### Wiring by layer, run 1

Bar = 20 um.
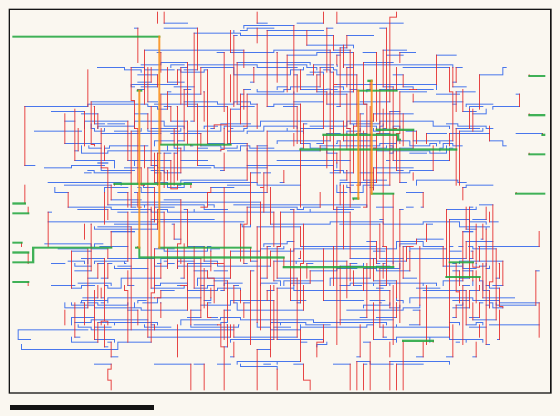
### Cell density map, run 1

7 x 5 tiles, from dark blue (low) to red (high), 0 to 100% covered.
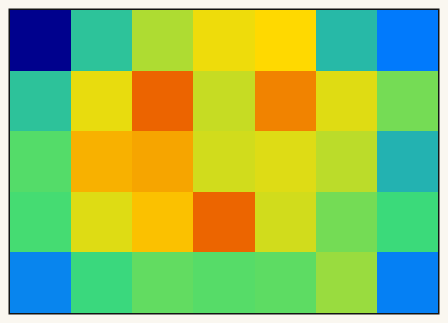
### Routing congestion map, run 1

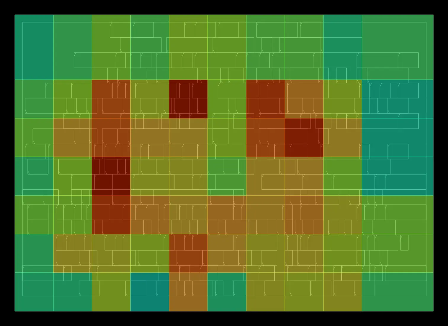
**src/rtl/bit_serial_subtractor.sv**
```systemverilog
// rtl/bit_serial_subtractor.sv - LSB-first bit-serial subtractor a - b with borrow/overflow/zero flags
// Optional macro BIT_SERIAL_SUB_SATURATE_EN: saturate diff to the signed limit on overflow.

module bit_serial_subtractor #(
   parameter int WIDTH = 8
) (
   input  logic             clk,
   input  logic             rst,
   input  logic             start,
   input  logic [WIDTH-1:0] a,
   input  logic [WIDTH-1:0] b,
   output logic             ready,
   output logic             done,
   output logic [WIDTH-1:0] diff,
   output logic             borrow,
   output logic             overflow,
   output logic             zero
);

   localparam int CW = $clog2(WIDTH + 1);
   localparam logic [CW-1:0] LAST_BIT = CW'(WIDTH - 1);

   typedef enum logic [1:0] {
      IDLE = 2'd0,
      BUSY = 2'd1,
      DONE = 2'd2
   } state_t;

   state_t state, state_nxt;

   logic [WIDTH-1:0] a_sh;
   logic [WIDTH-1:0] b_sh;
   logic [WIDTH-1:0] res_sh;
   logic             bin;
   logic [CW-1:0]    cnt;

   logic             a_bit;
   logic             b_bit;
   logic             d_bit;
   logic             bout;
   logic             last_bit;
   logic             raw_ovf;
   logic [WIDTH-1:0] final_diff;
   logic [WIDTH-1:0] emit_diff;

   // Full-subtractor cell on the current LSBs plus final-result assembly
   always_comb begin
      a_bit      = a_sh[0];
      b_bit      = b_sh[0];
      d_bit      = a_bit ^ b_bit ^ bin;
      bout       = (~a_bit & b_bit) | (~(a_bit ^ b_bit) & bin);
      last_bit   = (state == BUSY) && (cnt == LAST_BIT);
      final_diff = {d_bit, res_sh[WIDTH-1:1]};
      // On the final bit, bin is the borrow into the MSB and bout the borrow out of it
      raw_ovf    = bin ^ bout;
`ifdef BIT_SERIAL_SUB_SATURATE_EN
      // a_bit holds the minuend sign on the final bit: 0 means positive overflow
      if (raw_ovf)
         emit_diff = a_bit ? {1'b1, {(WIDTH-1){1'b0}}} : {1'b0, {(WIDTH-1){1'b1}}};
      else
         emit_diff = final_diff;
`else
      emit_diff  = final_diff;
`endif
   end

   // State register
   always_ff @(posedge clk) begin
      if (rst)
         state <= IDLE;
      else
         state <= state_nxt;
   end

   // Next-state logic
   always_comb begin
      state_nxt = state;
      case (state)
         IDLE:    if (start) state_nxt = BUSY;
         BUSY:    if (last_bit) state_nxt = DONE;
         DONE:    state_nxt = IDLE;
         default: state_nxt = IDLE;
      endcase
   end

   // Handshake outputs decoded from state
   always_comb begin
      ready = (state == IDLE);
      done  = (state == DONE);
   end

   // Operand shifters, borrow flop, bit counter and result registers
   always_ff @(posedge clk) begin
      if (rst) begin
         a_sh     <= '0;
         b_sh     <= '0;
         res_sh   <= '0;
         bin      <= 1'b0;
         cnt      <= '0;
         diff     <= '0;
         borrow   <= 1'b0;
         overflow <= 1'b0;
         zero     <= 1'b0;
      end else begin
         case (state)
            IDLE: begin
               if (start) begin
                  a_sh   <= a;
                  b_sh   <= b;
                  res_sh <= '0;
                  bin    <= 1'b0;
                  cnt    <= '0;
               end
            end
            BUSY: begin
               a_sh   <= a_sh >> 1;
               b_sh   <= b_sh >> 1;
               res_sh <= final_diff;
               bin    <= bout;
               cnt    <= cnt + 1'b1;
               // Outputs change only here, so partial results never appear
               if (last_bit) begin
                  diff     <= emit_diff;
                  borrow   <= bout;
                  overflow <= raw_ovf;
                  zero     <= ~|emit_diff;
               end
            end
            default: ;
         endcase
      end
   end

endmodule

```
**config.mk**
```make
export PLATFORM = sky130hd
export DESIGN_NAME = bit_serial_subtractor
export DESIGN_NICKNAME = d
export VERILOG_FILES = /design/src/rtl/bit_serial_subtractor.sv
export SDC_FILE = /design/constraint.sdc
export NUM_CORES = 1
export LEC_CHECK = 0
export ABC_AREA = 0
export CORE_ASPECT_RATIO = 0.7
export CORE_MARGIN = 1
export CORE_UTILIZATION = 50
export DETAILED_ROUTE_END_ITERATION = 16
export PLACE_DENSITY = 0.76
export SYNTH_ARGS = -nofsm -noshare
export SYNTH_HDL_FRONTEND = slang
export SYNTH_SLANG_ARGS = --single-unit
```
**constraint.sdc**
```tcl
create_clock -name clk -period 1.6 [get_ports clk]
set_clock_uncertainty 0.05 [all_clocks]
set_input_delay 0.32 -clock clk [delete_from_list [all_inputs] [get_ports clk]]
set_output_delay 0.32 -clock clk [all_outputs]
set_load 0.005 [all_outputs]
```
==> impl_metrics.py, run 1 <==
# Metrics from the implementation run
metrics = {
    "outcome": {
        "status": "finished clean",
    },
    "finish": {
        "fin_area_sq_um": 2400,
        "fin_nets": 283,
        "diodes": 0,
    },
    "final_timing": {
        "hold_viol": 0,
        "relSlewSlack_pct": 81.7,
    },
    "logic_synthesis": {
        "syn_area_per_cell_sq_um": 8.26,
        "synth.most_common_cell": "dfxtp_1",
        "async_reset_ff_share_pct": 0,
        "ys_ff": 41,
        "synth.distinct_cells": 33,
        "yosys_warnings": 0,
    },
    "critical_path": {
        "critical_path.startpoint_type": "flip-flop",
        "crit_fanout": 2,
        "cp.buffers_inverters": 1,
        "critPathLaunch": "zero",
        "r2r_slack_ns": 0.17,
    },
    "clocking": {
        "clk_pin_slew_ns": 0.08,
        "cts_tree": "yes",
    },
    "floorplanning": {
        "rows": 18,
        "die-area_sq_um": 3970,
    },
    "drt": {
        "vias_per_cell": 5.52,
        "wl_met3_um": 184,
        "wl_met1_um": 2200,
    },
    "pwr": {
        "sw_frac_of_total_pct": 23.7,
        "power_frac_clock_pct": 38.4,
    },
    "place": {
        "placed_area_sq_um": 2280,
        "place_hpwl_um": 2910,
    },
    "worst_hold_path": {
        "holdCritPathClass": "flip-flop to flip-flop",
    },
}
-- 'Wiring by layer' (at the start) --
- met3: green (wire length 184 um)
- met4: orange (wire length 81.6 um)
- met1: blue (wire length 2,200 um)
- met2: red (wire length 1,760 um)
DR WL/cell: 13.5 um
DRT Wirelength: 4220 um
vias post-DR: 1,727

-- 'Cell density map' (at the start) --
- tiles over 75% full: 20%
- mean over tiles: 59%
- fullest tile: 89%
- nearly empty tiles: 2.9%
- emptiest ninth of the die: top left
Post-Route Utilization: 67.9%
Core Area: 3540 sq um
Core Density at Floorplan: 52.5%

-- 'Routing congestion map' (at the start) --
gr busiest metal: met2
GRT met1 Usage: 33.1%
GR met3 Demand/Resource: 5.90%

-- run 1: final cells by class --
class                      instances  area (sq um)
clock buffer                       7          86.3
fill                             291          1140
multi-input combinational        151           900
timing repair buffer              49           447
clock inverter                     1          30.0
sequential                        41           822
inverter                          14          52.6
tap                               50          62.6
-- run 1: what timing repair did --
| item | CTS | global route |
|---|---|---|
| setup endpoints to repair | 2 | 3 |
| cloned | 0 | 0 |
| gates resized | 3 | 2 |
| pin swaps | 0 | 0 |
-- run 1: cell families (layout without fill, tap and decap cells) --
family          after synthesis  in the layout  synth area share, %
buf+inv                      33             71                 7.54
xor+xnor                      1              1                0.471
mux                           1              1                0.539
flops                        41             41                 44.2
simple gates                 66             66                 16.2
fa+ha+maj                     2              2                 1.75
compound gates               81             81                 29.4
### Clock network drawn from the DEF, run 1

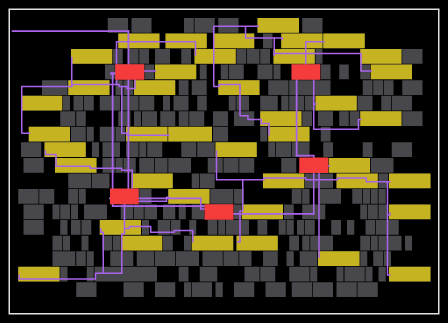

==> run 1 -> run 2 <==
--- a/config.mk
+++ b/config.mk
@@ -10,6 +10,7 @@
 export CORE_MARGIN = 1
 export CORE_UTILIZATION = 50
 export DETAILED_ROUTE_END_ITERATION = 16
+export MAX_ROUTING_LAYER = met4
 export PLACE_DENSITY = 0.76
 export SYNTH_ARGS = -nofsm -noshare
 export SYNTH_HDL_FRONTEND = slang
### Clock network drawn from the DEF, run 2

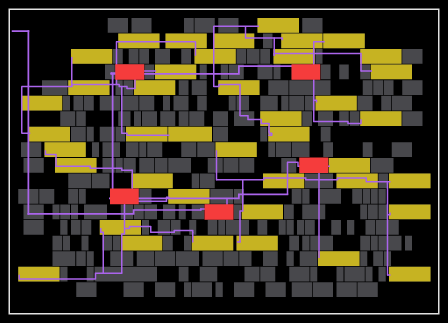
- flip-flops: yellow (count 41)
- cells driving clock nets: red (count 5)
- clock wires: purple (length 517 um)
- routed clock nets: 6
- flops lie: spread over the die
clk_lat worst skew: 0.30 ns
clock-net power: 0.866 mW

### Wiring by layer, run 2

Bar = 20 um.
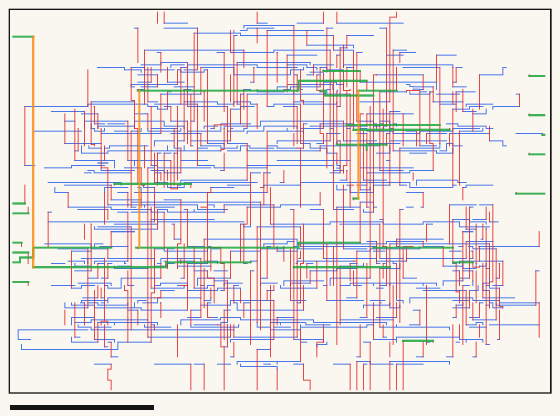
- met1: blue (wire length 2,180 um)
- met2: red (wire length 1,750 um)
- met4: orange (wire length 68.7 um)
- met3: green (wire length 228 um)

==> impl_metrics.py, run 2 <==
# Metrics from the implementation run
metrics = {
    "logic_synthesis": {
        "ys_sh_simple_pct": 16.2,
        "ys_ff": 41,
        "synth-adder-area-share_pct": 1.75,
        "ys_sh_xor_pct": 0.471,
        "aoi_share_pct": 29.4,
        "yosys_warnings": 0,
        "logic_family": "AND-OR/OR-AND gates",
        "synth.distinct_cells": 33,
        "syn_area_per_cell_sq_um": 8.26,
    },
    "worst_hold_path": {
        "holdCritPathClass": "flip-flop to flip-flop",
    },
    "floorplanning": {
        "die-area_sq_um": 3970,
        "floorplan.core_util_pct": 52.5,
        "core-area_sq_um": 3540,
        "rows": 18,
    },
    "outcome": {
        "status": "finished clean",
    },
    "finish": {
        "final_util_pct": 67.9,
        "seqCellArea_sq_um": 822,
        "n_fill_cell": 291,
        "diodes": 0,
        "fin_nets": 283,
        "layout.area.comb_sq_um": 900,
    },
    "critical_path": {
        "crit_fanout": 2,
        "critPathLaunch": "zero",
    },
    "clocking": {
        "clk_pin_slew_ns": 0.08,
        "cts_tree": "yes",
    },
    "global_routing": {
        "gr-usage-met3_pct": 5.90,
        "grt_busiest_layer": "met2",
    },
    "drt": {
        "wl_met3_um": 227,
        "vias": 1718,
        "vias_per_cell": 5.49,
        "wl_met1_um": 2180,
        "totalWireLength_um": 4220,
    },
    "place": {
        "place_hpwl_um": 2910,
    },
    "final_timing": {
        "hold_viol": 0,
        "relSlewSlack_pct": 81.7,
    },
}
### Logic cells by family, run 2

Bar = 20 um.
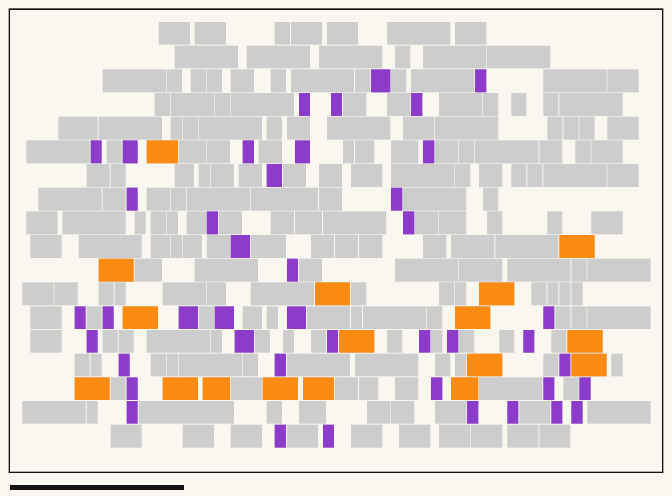
- AND-OR and OR-AND gates: orange (cells 17; most used o221a_2)
- NOR gates: purple (cells 43; most used nor2_1; where spread over the die)
fin cells: 313
Top cell excl fill/tap: dfxtp_1
Comb area share: 37.5%

## run 2: final cells by class
type | count | share of cell area (%)
clock buffers | 7 | 3.60
clock inverters | 1 | 1.25
inverters | 14 | 2.19
multi-input cells | 151 | 37.5
flip-flops and latches | 41 | 34.3
well taps | 50 | 2.61
repair buffers | 49 | 18.6
## run 2: worst max-delay path by stage
stage	endpoint	slack (ns)	cells past startpoint
after global routing	diff[7]	0.02	5
after detailed placement	a_sh[2]	-0.008	4
after CTS	zero	0.08	1
after global placement	a_sh[2]	0.008	4
final	zero	0.08	1
after floorplan	res_sh[7]	0.30	4
## run 2: where the power goes
part,total [mW],switching [mW],internal (mW)
Combinational,0.288,0.140,0.148
Clock,0.866,0.357,0.509
Sequential,1.10,0.0354,1.06
Total,2.25,0.532,1.72
==> run 2 -> run 3 <==
--- a/config.mk
+++ b/config.mk
@@ -6,6 +6,7 @@
 export NUM_CORES = 1
 export LEC_CHECK = 0
 export ABC_AREA = 0
+export CAP_MARGIN = 20
 export CORE_ASPECT_RATIO = 0.7
 export CORE_MARGIN = 1
 export CORE_UTILIZATION = 50
### Wiring by layer, run 3

Bar = 20 um.
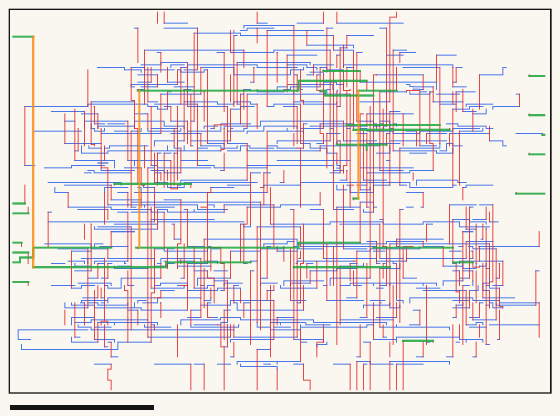
- met2: red (wire length 1,750 um)
- met4: orange (wire length 68.7 um)
- met1: blue (wire length 2,180 um)
- met3: green (wire length 228 um)
vias post-DR: 1,718
DRT Wirelength: 4220 um
GRT Resource Usage Total: 24.7%
DR WL/cell: 13.5 um

### Logic cells by family, run 3

Bar = 20 um.
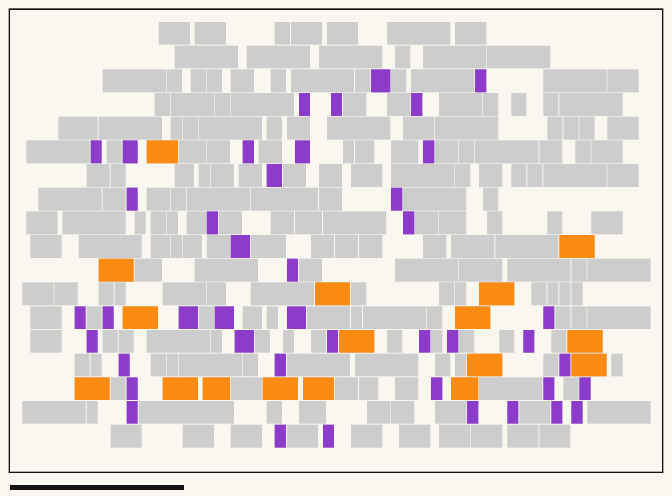
- NOR gates: purple (cells 43; most used nor2_1; where spread over the die)
- AND-OR and OR-AND gates: orange (cells 17; most used o221a_2)

==> impl_metrics.py, run 3 <==
# Metrics from the implementation run
metrics = {
    "clocking": {
        "clk_pin_slew_ns": 0.08,
        "cts_tree": "yes",
        "clock_latency_ns": 0.30,
    },
    "finish": {
        "fin_nets": 283,
        "layout.area.comb_sq_um": 900,
        "fin_cells": 313,
        "layout_top_cell": "dfxtp_1",
        "seqCellArea_sq_um": 822,
        "n_fill_cell": 291,
        "fin_area_sq_um": 2400,
        "diodes": 0,
        "final_util_pct": 67.9,
    },
    "pwr": {
        "power_density_nw_per_um2": 938,
        "combPwrFrac_pct": 12.8,
        "top_power_group": "registers",
        "sw_frac_of_total_pct": 23.6,
        "internal_power_mw": 1.72,
        "p_sw_mw": 0.532,
        "p_comb_mw": 0.288,
        "pg_seq_mw": 1.10,
        "clk-power_mw": 0.866,
    },
    "logic_synthesis": {
        "ys_sh_xor_pct": 0.471,
        "ys_sh_simple_pct": 16.2,
        "syn_area_per_cell_sq_um": 8.26,
        "synth-adder-area-share_pct": 1.75,
        "yosys-top-cells-count": "dfxtp_1, a21oi_1, nor2_1",
        "logic_family": "AND-OR/OR-AND gates",
        "ys_ff": 41,
        "yosys_warnings": 0,
        "synth.distinct_cells": 33,
    },
    "place": {
        "place_hpwl_um": 2910,
    },
    "final_timing": {
        "hold_viol": 0,
        "relSlewSlack_pct": 81.7,
        "finalSetupViolCount": 0,
        "fin_crit_sh_pct": 95.3,
    },
    "global_routing": {
        "gr-total-overflow": 0,
    },
    "floorplanning": {
        "die-area_sq_um": 3970,
        "rows": 18,
        "core-area_sq_um": 3540,
    },
    "outcome": {
        "status": "finished clean",
    },
    "critical_path": {
        "critical-path-slowest-cell": "clkdlybuf4s50_1",
        "crit_cells": 1,
        "critPathLaunch": "zero",
        "crit_fanout": 2,
    },
    "worst_hold_path": {
        "holdCritPathClass": "flip-flop to flip-flop",
    },
}
### Clock network drawn from the DEF, run 3

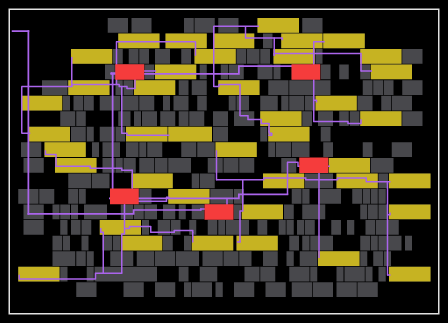
- flip-flops: yellow (count 41)
- cells driving clock nets: red (count 5)
- clock wires: purple (length 517 um)
- routed clock nets: 6
Clock power frac: 38.4%

run 3: metal layers:
metal	part of all wire (%)	global-route usage [%]	vias up
li1	-	-	881
met1	52	33.1	788
met2	41	34.2	43
met3	5.4	5.90	6
met4	1.6	13.2	0
met5	0	-	-
run 3: worst paths after layout:
| kind | endpoint | slack [ns] |
|---|---|---|
| hold / removal | diff[4] | 0.43 |
| setup reg to reg | diff[6] | 0.16 |
| setup / recovery | zero | 0.08 |
| hold reg to reg | diff[4] | 0.43 |
run 3: area by class of cell:
cell class                 count  area share [%]
multi-input combinational    151            37.5
clock buffer                   7            3.60
timing repair buffer          49            18.6
inverter                      14            2.19
clock inverter                 1            1.25
tap                           50            2.61
sequential                    41            34.3
Power and IR drop assume default switching activity.
